File: config.mk
export PLATFORM = sky130hd
export DESIGN_NAME = fb_scanout_reader
export DESIGN_NICKNAME = d
export VERILOG_FILES = /design/src/rtl/fb_pkg.sv /design/src/rtl/vga_timing_gen.sv /design/src/rtl/fb_scanout_reader.sv
export SDC_FILE = /design/constraint.sdc
export NUM_CORES = 1
export LEC_CHECK = 0
export CORE_MARGIN = 10
export CORE_UTILIZATION = 45
export DETAILED_ROUTE_END_ITERATION = 16
export PLACE_DENSITY = 0.77
export REMOVE_ABC_BUFFERS = 1
export SETUP_SLACK_MARGIN = 0.5
export SYNTH_ARGS = -nofsm -noshare
export SYNTH_HDL_FRONTEND = slang
export SYNTH_HIERARCHICAL = 1
export SYNTH_SLANG_ARGS = --single-unit
File: constraint.sdc
create_clock -name clk -period 6.64 [get_ports clk]
set_clock_uncertainty 0.1 [all_clocks]
set_input_delay 0.664 -clock clk [delete_from_list [all_inputs] [get_ports clk]]
set_output_delay 0.664 -clock clk [all_outputs]
set_load 0.01 [all_outputs]
File: src/rtl/fb_pkg.sv
// Shared frame-buffer and VGA 640x480 timing constants, used by the scanout
// reader and by the line-drawing datapath that fills the same buffer.
package fb_pkg;

  localparam int H_ACTIVE = 640;
  localparam int H_FP     = 16;
  localparam int H_SYNC   = 96;
  localparam int H_BP     = 48;
  localparam int H_TOTAL  = H_ACTIVE + H_FP + H_SYNC + H_BP;

  localparam int V_ACTIVE = 480;
  localparam int V_FP     = 10;
  localparam int V_SYNC   = 2;
  localparam int V_BP     = 33;
  localparam int V_TOTAL  = V_ACTIVE + V_FP + V_SYNC + V_BP;

  localparam int FB_ADDR_W  = 19;
  localparam int FB_COLOR_W = 3;

  // One stage of the display-side alignment pipe.
  typedef struct packed {
    logic de;
    logic hs;
    logic vs;
  } align_t;

endpackage

File: src/rtl/vga_timing_gen.sv
// Raster counters for one display mode: active window, raw (undelayed) syncs,
// vblank, and the frame boundary markers used by the address counter.
module vga_timing_gen #(
  parameter int   H_ACTIVE = fb_pkg::H_ACTIVE,
  parameter int   H_FP     = fb_pkg::H_FP,
  parameter int   H_SYNC   = fb_pkg::H_SYNC,
  parameter int   H_BP     = fb_pkg::H_BP,
  parameter int   V_ACTIVE = fb_pkg::V_ACTIVE,
  parameter int   V_FP     = fb_pkg::V_FP,
  parameter int   V_SYNC   = fb_pkg::V_SYNC,
  parameter int   V_BP     = fb_pkg::V_BP,
  parameter logic SYNC_POL = 1'b0
) (
  input  logic i_clk,
  input  logic i_rst,
  input  logic i_pix_en,
  output logic o_active,
  output logic o_hsync_raw,
  output logic o_vsync_raw,
  output logic o_vblank,
  output logic o_frame_start,
  output logic o_frame_end
);

  localparam int H_TOTAL = H_ACTIVE + H_FP + H_SYNC + H_BP;
  localparam int V_TOTAL = V_ACTIVE + V_FP + V_SYNC + V_BP;
  localparam int HW      = $clog2(H_TOTAL);
  localparam int VW      = $clog2(V_TOTAL);

  localparam logic [HW-1:0] H_LAST = HW'(H_TOTAL - 1);
  localparam logic [HW-1:0] H_ACT  = HW'(H_ACTIVE);
  localparam logic [HW-1:0] HS_BEG = HW'(H_ACTIVE + H_FP);
  localparam logic [HW-1:0] HS_END = HW'(H_ACTIVE + H_FP + H_SYNC);
  localparam logic [VW-1:0] V_LAST = VW'(V_TOTAL - 1);
  localparam logic [VW-1:0] V_ACT  = VW'(V_ACTIVE);
  localparam logic [VW-1:0] VS_BEG = VW'(V_ACTIVE + V_FP);
  localparam logic [VW-1:0] VS_END = VW'(V_ACTIVE + V_FP + V_SYNC);

  logic [HW-1:0] r_h_cnt;
  logic [VW-1:0] r_v_cnt;
  logic          w_h_last;
  logic          w_v_last;

  assign w_h_last = (r_h_cnt == H_LAST);
  assign w_v_last = (r_v_cnt == V_LAST);

  always_ff @(posedge i_clk or posedge i_rst) begin
    if (i_rst) begin
      r_h_cnt <= '0;
      r_v_cnt <= '0;
    end else if (i_pix_en) begin
      if (w_h_last) begin
        r_h_cnt <= '0;
        r_v_cnt <= w_v_last ? '0 : r_v_cnt + VW'(1);
      end else begin
        r_h_cnt <= r_h_cnt + HW'(1);
      end
    end
  end

  assign o_active    = (r_h_cnt < H_ACT) && (r_v_cnt < V_ACT);
  assign o_hsync_raw = (r_h_cnt >= HS_BEG && r_h_cnt < HS_END) ? SYNC_POL : ~SYNC_POL;
  assign o_vsync_raw = (r_v_cnt >= VS_BEG && r_v_cnt < VS_END) ? SYNC_POL : ~SYNC_POL;
  assign o_vblank    = (r_v_cnt >= V_ACT);
  // Reset is folded in so nothing strobes while the counters are pinned at (0,0).
  assign o_frame_start = i_pix_en & ~i_rst & (r_h_cnt == '0) & (r_v_cnt == '0);
  assign o_frame_end   = w_h_last & w_v_last;

endmodule

File: src/rtl/fb_scanout_reader.sv
// Frame-buffer read side: walks the buffer sequentially in raster order and
// delays de/syncs by the RAM read latency so colour, syncs and de line up.
module fb_scanout_reader #(
  parameter int   H_ACTIVE = fb_pkg::H_ACTIVE,
  parameter int   H_FP     = fb_pkg::H_FP,
  parameter int   H_SYNC   = fb_pkg::H_SYNC,
  parameter int   H_BP     = fb_pkg::H_BP,
  parameter int   V_ACTIVE = fb_pkg::V_ACTIVE,
  parameter int   V_FP     = fb_pkg::V_FP,
  parameter int   V_SYNC   = fb_pkg::V_SYNC,
  parameter int   V_BP     = fb_pkg::V_BP,
  parameter logic SYNC_POL = 1'b0,
  parameter int   RD_LAT   = 1,
  parameter int   ADDR_W   = fb_pkg::FB_ADDR_W,
  parameter int   COLOR_W  = fb_pkg::FB_COLOR_W
) (
  input  logic               clk,
  input  logic               rst,
  input  logic               pix_en,
  output logic [ADDR_W-1:0]  FB_rd_addr,
  output logic               FB_rd_en,
  input  logic [COLOR_W-1:0] FB_rd_data,
  output logic               hsync,
  output logic               vsync,
  output logic               de,
  output logic [COLOR_W-1:0] rgb_out,
  output logic               vblank,
  output logic               frame_start
);

  import fb_pkg::align_t;

  localparam logic [ADDR_W-1:0] ADDR_LAST = ADDR_W'(H_ACTIVE * V_ACTIVE - 1);
  localparam align_t PIPE_RST = '{de: 1'b0, hs: ~SYNC_POL, vs: ~SYNC_POL};

  logic w_active;
  logic w_hsync_raw;
  logic w_vsync_raw;
  logic w_frame_end;
  logic w_de_next;

  logic [ADDR_W-1:0]  r_addr_cnt;
  align_t             r_pipe [RD_LAT];
  logic               r_de;
  logic               r_hsync;
  logic               r_vsync;
  logic [COLOR_W-1:0] r_rgb;

  vga_timing_gen #(
    .H_ACTIVE (H_ACTIVE),
    .H_FP     (H_FP),
    .H_SYNC   (H_SYNC),
    .H_BP     (H_BP),
    .V_ACTIVE (V_ACTIVE),
    .V_FP     (V_FP),
    .V_SYNC   (V_SYNC),
    .V_BP     (V_BP),
    .SYNC_POL (SYNC_POL)
  ) u_timing (
    .i_clk         (clk),
    .i_rst         (rst),
    .i_pix_en      (pix_en),
    .o_active      (w_active),
    .o_hsync_raw   (w_hsync_raw),
    .o_vsync_raw   (w_vsync_raw),
    .o_vblank      (vblank),
    .o_frame_start (frame_start),
    .o_frame_end   (w_frame_end)
  );

  assign FB_rd_en   = pix_en & ~rst & w_active;
  assign FB_rd_addr = r_addr_cnt;

  // Raster order makes the address a plain counter; wrapping after the last
  // pixel keeps it inside the buffer even through the blanking interval.
  always_ff @(posedge clk or posedge rst) begin
    if (rst) begin
      r_addr_cnt <= '0;
    end else if (pix_en) begin
      if (w_frame_end) begin
        r_addr_cnt <= '0;
      end else if (w_active) begin
        r_addr_cnt <= (r_addr_cnt == ADDR_LAST) ? '0 : r_addr_cnt + ADDR_W'(1);
      end
    end
  end

  always_ff @(posedge clk or posedge rst) begin
    if (rst) begin
      for (int i = 0; i < RD_LAT; i++) r_pipe[i] <= PIPE_RST;
    end else if (pix_en) begin
      r_pipe[0] <= '{de: w_active, hs: w_hsync_raw, vs: w_vsync_raw};
      for (int i = 1; i < RD_LAT; i++) r_pipe[i] <= r_pipe[i-1];
    end
  end

  // The last pipe stage describes the pixel whose data is on FB_rd_data now;
  // registering both together keeps colour and timing on the same edge.
  assign w_de_next = r_pipe[RD_LAT-1].de;

  always_ff @(posedge clk or posedge rst) begin
    if (rst) begin
      r_de    <= 1'b0;
      r_hsync <= ~SYNC_POL;
      r_vsync <= ~SYNC_POL;
      r_rgb   <= '0;
    end else if (pix_en) begin
      r_de    <= w_de_next;
      r_hsync <= r_pipe[RD_LAT-1].hs;
      r_vsync <= r_pipe[RD_LAT-1].vs;
      r_rgb   <= w_de_next ? FB_rd_data : '0;
    end
  end

  assign de      = r_de;
  assign hsync   = r_hsync;
  assign vsync   = r_vsync;
  assign rgb_out = r_rgb;

endmodule
Fig. 1: the metal 2 layer
Cells faint in the background.
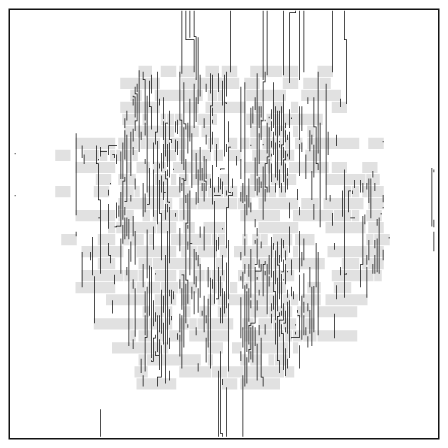
The layer holds 47% of the routed length. 266 nets have wire on it. The wires run mostly vertical. The layer carries 2790 µm of wire.

Fig. 2: gate families picked out
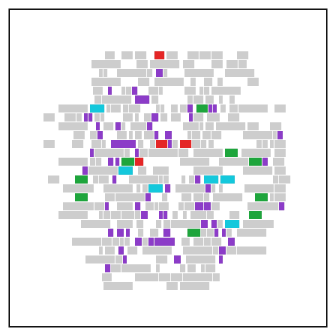
multiplexers: in green, cells 9. NAND gates: in purple, cells 57. adder and majority cells: in cyan, cells 6, where middle. AND-OR and OR-AND gates: in red, cells 4, where middle.

==> cells by family (layout without fill, tap and decap cells) <==
group / after synthesis / in the layout / share of synthesized area, %
XOR/XNOR: 16 / 16 / 5.28
multiplexers: 9 / 9 / 3.77
adder cells (fa/ha/maj): 6 / 6 / 2.83
AND-OR/OR-AND: 49 / 49 / 11.4
flip-flops: 48 / 48 / 45.4
buffers and inverters: 24 / 58 / 4.38
AND/OR/NAND/NOR: 119 / 119 / 27.0
==> cell usage after synthesis, types with 5 or more instances <==
library cell | n | area (µm²)
a21oi_1 | 12 | 60.1
ha_1 | 6 | 75.1
mux2_2 | 7 | 78.8
nor4_1 | 5 | 31.3
nor2_1 | 16 | 60.1
xor2_1 | 8 | 70.1
nand3_1 | 20 | 100
dfrtp_1 | 44 | 1100
o21ai_0 | 20 | 100
nor3_1 | 8 | 40.0
inv_1 | 14 | 52.6
nand4_1 | 11 | 68.8
xnor2_1 | 8 | 70.1
nand2_1 | 21 | 78.8
==> metrics by stage <==
stage | cells | hold WS, ns | util, % | worst slack [ns] | cell area, µm²
floorplan | 261 | 0.355 | - | 3.59 | 2590
global placement | 369 | 0.370 | 54.1 | 3.21 | 3040
detailed placement | 369 | 0.387 | 54.1 | 3.13 | 3040
CTS | 377 | 0.400 | 55.7 | 3.09 | 3130
global route | 377 | 0.437 | 55.7 | 2.76 | 3130
finish | 377 | 0.398 | 55.7 | 3.03 | 3130
==> worst max-delay path: cells and delay by family, from the launching register on <==
kind | cells | cell delay [ns]
and+or+nand+nor | 5 | 2.62
DFF | 1 | 0.42
AOI/OAI and AO/OA | 2 | 0.39
==> how the worst max path moves through the flow <==
stage | slack [ns] | endpoint | cells after the start
finish | 3.03 | FB_rd_addr[15]$_DFFE_PP0P_ | 7
global route | 2.76 | FB_rd_addr[17]$_DFFE_PP0P_ | 7
CTS | 3.09 | FB_rd_addr[15]$_DFFE_PP0P_ | 7
detailed placement | 3.13 | FB_rd_addr[15]$_DFFE_PP0P_ | 7
global placement | 3.21 | FB_rd_addr[17]$_DFFE_PP0P_ | 7
floorplan | 3.59 | FB_rd_addr[17]$_DFFE_PP0P_ | 7
==> sequential cells by signal, summed over array words and instances, names as in the netlist, 2 cells and up <==
signal            cells
u_timing/r_v_cnt     10
rgb_out               3
FB_rd_addr           19
r_pipe                2
u_timing/r_h_cnt     10
==> cells in the final DEF (no fill, tap or decap), types with 5 or more instances in the layout <==
cell / Yosys / final
xor2_1: 8 / 8
nand2_1: 21 / 21
clkbuf_8: 0 / 6
a21oi_1: 12 / 12
o21ai_0: 20 / 20
nor4_1: 5 / 5
nand4_1: 11 / 11
xnor2_1: 8 / 8
nor3_1: 8 / 8
inv_1: 14 / 14
clkdlybuf4s50_1: 0 / 33
mux2_2: 7 / 7
nand3_1: 20 / 20
nor2_1: 16 / 16
ha_1: 6 / 6
dfrtp_1: 44 / 44
==> layout make-up <==
| cell class | instances | share of cell area, % |
|---|---|---|
| multi-input combinational | 199 | 42.7 |
| sequential | 48 | 38.6 |
| timing repair buffer | 36 | 11.3 |
| clock buffer | 8 | 2.88 |
| tap | 72 | 2.88 |
| inverter | 14 | 1.68 |
==> results.yml <==
# implementation run metrics
run_status:
  status: "finished clean"
route:
  met2WireLength_mm: 2.79
  wl_met1_mm: 2.70
  drt_drc_violations_left: 0
  drt_first_iter_violations: 160
  wl_met3_um: 334
  wirelength_mm: 5.91
  highest-signal-layer: "met4"
  viasPerCell: 5.82
  avgRoutedWirePerCell_um: 15.7
timing:
  rsz0062_at_grt: "no"
  setup_viol_count_final: 0
  max_slew_margin_pct: 49.0
  hold_viol: 0
  max_freq_mhz: 277
placed_design:
  portBuffers: 33
  globalplace.congestion: 0.846
cells_and_area:
  fill_cells: 499
  comb_area_um2: 1330
  seq_area_um2: 1210
  diodes: 0
clock_network:
  cts-hold-fix-buffers: 0
  clkLatencyLatePin_ns: 0.30
  cts-buffers-inserted: 5
  cts_tree: "done"
  post_cts_buffers: 0
  clk_path_buf_depth: 2
logic_synthesis:
  yosys_cells: 271
  synth_chip_area_um2: 2660
  avgSynthCellArea_um2: 9.80
  syn-instance-count: 271
  synth_seq_share_pct: 45.4
pwr:
  sequentialPowerShare_pct: 52.5
  irDropWorstVdd_mv: 0.143
  p_clk_share_pct: 24.3
  intPower_uw: 497
  p_comb_uw: 171
  powerClk_uw: 178
critical_path:
  cpPeakStageDelay_ns: 0.65
  r2r-start: "u_timing/r_v_cnt[6]$_DFFE_PP0P_"
  critPathRequiredTime_ns: 6.76
  startpoint_type: "register"
  crit_chain: "nor4_1 > nand4_1 > nor2_1 > o2111ai_1 > or3_1 > or4_1 > a21oi_1"
  path_class: "reg2reg"
  reg2reg_slack_ns: 3.03
  endpoint_kind: "register"
global_route:
  grt_pass1_vias: 2136
  grtUsageMet3_pct: 3.55
  grt_pass1_wl_mm: 10.1
  gr-max-usage-layer: "met2"
  gr-total-overflow: 0
die:
  row_count: 27
  dieHeight_um: 96.8
  floorplanUtilization_pct: 47.4
  dieArea_um2: 9380
  coreArea_um2: 5610
worst_hold_path:
  hold_end: "u_timing/r_v_cnt[7]$_DFFE_PP0P_"
  hp-class: "reg2reg"
  min_from: "u_timing/r_v_cnt[7]$_DFFE_PP0P_"
Power is estimated from default activity; no workload was simulated.
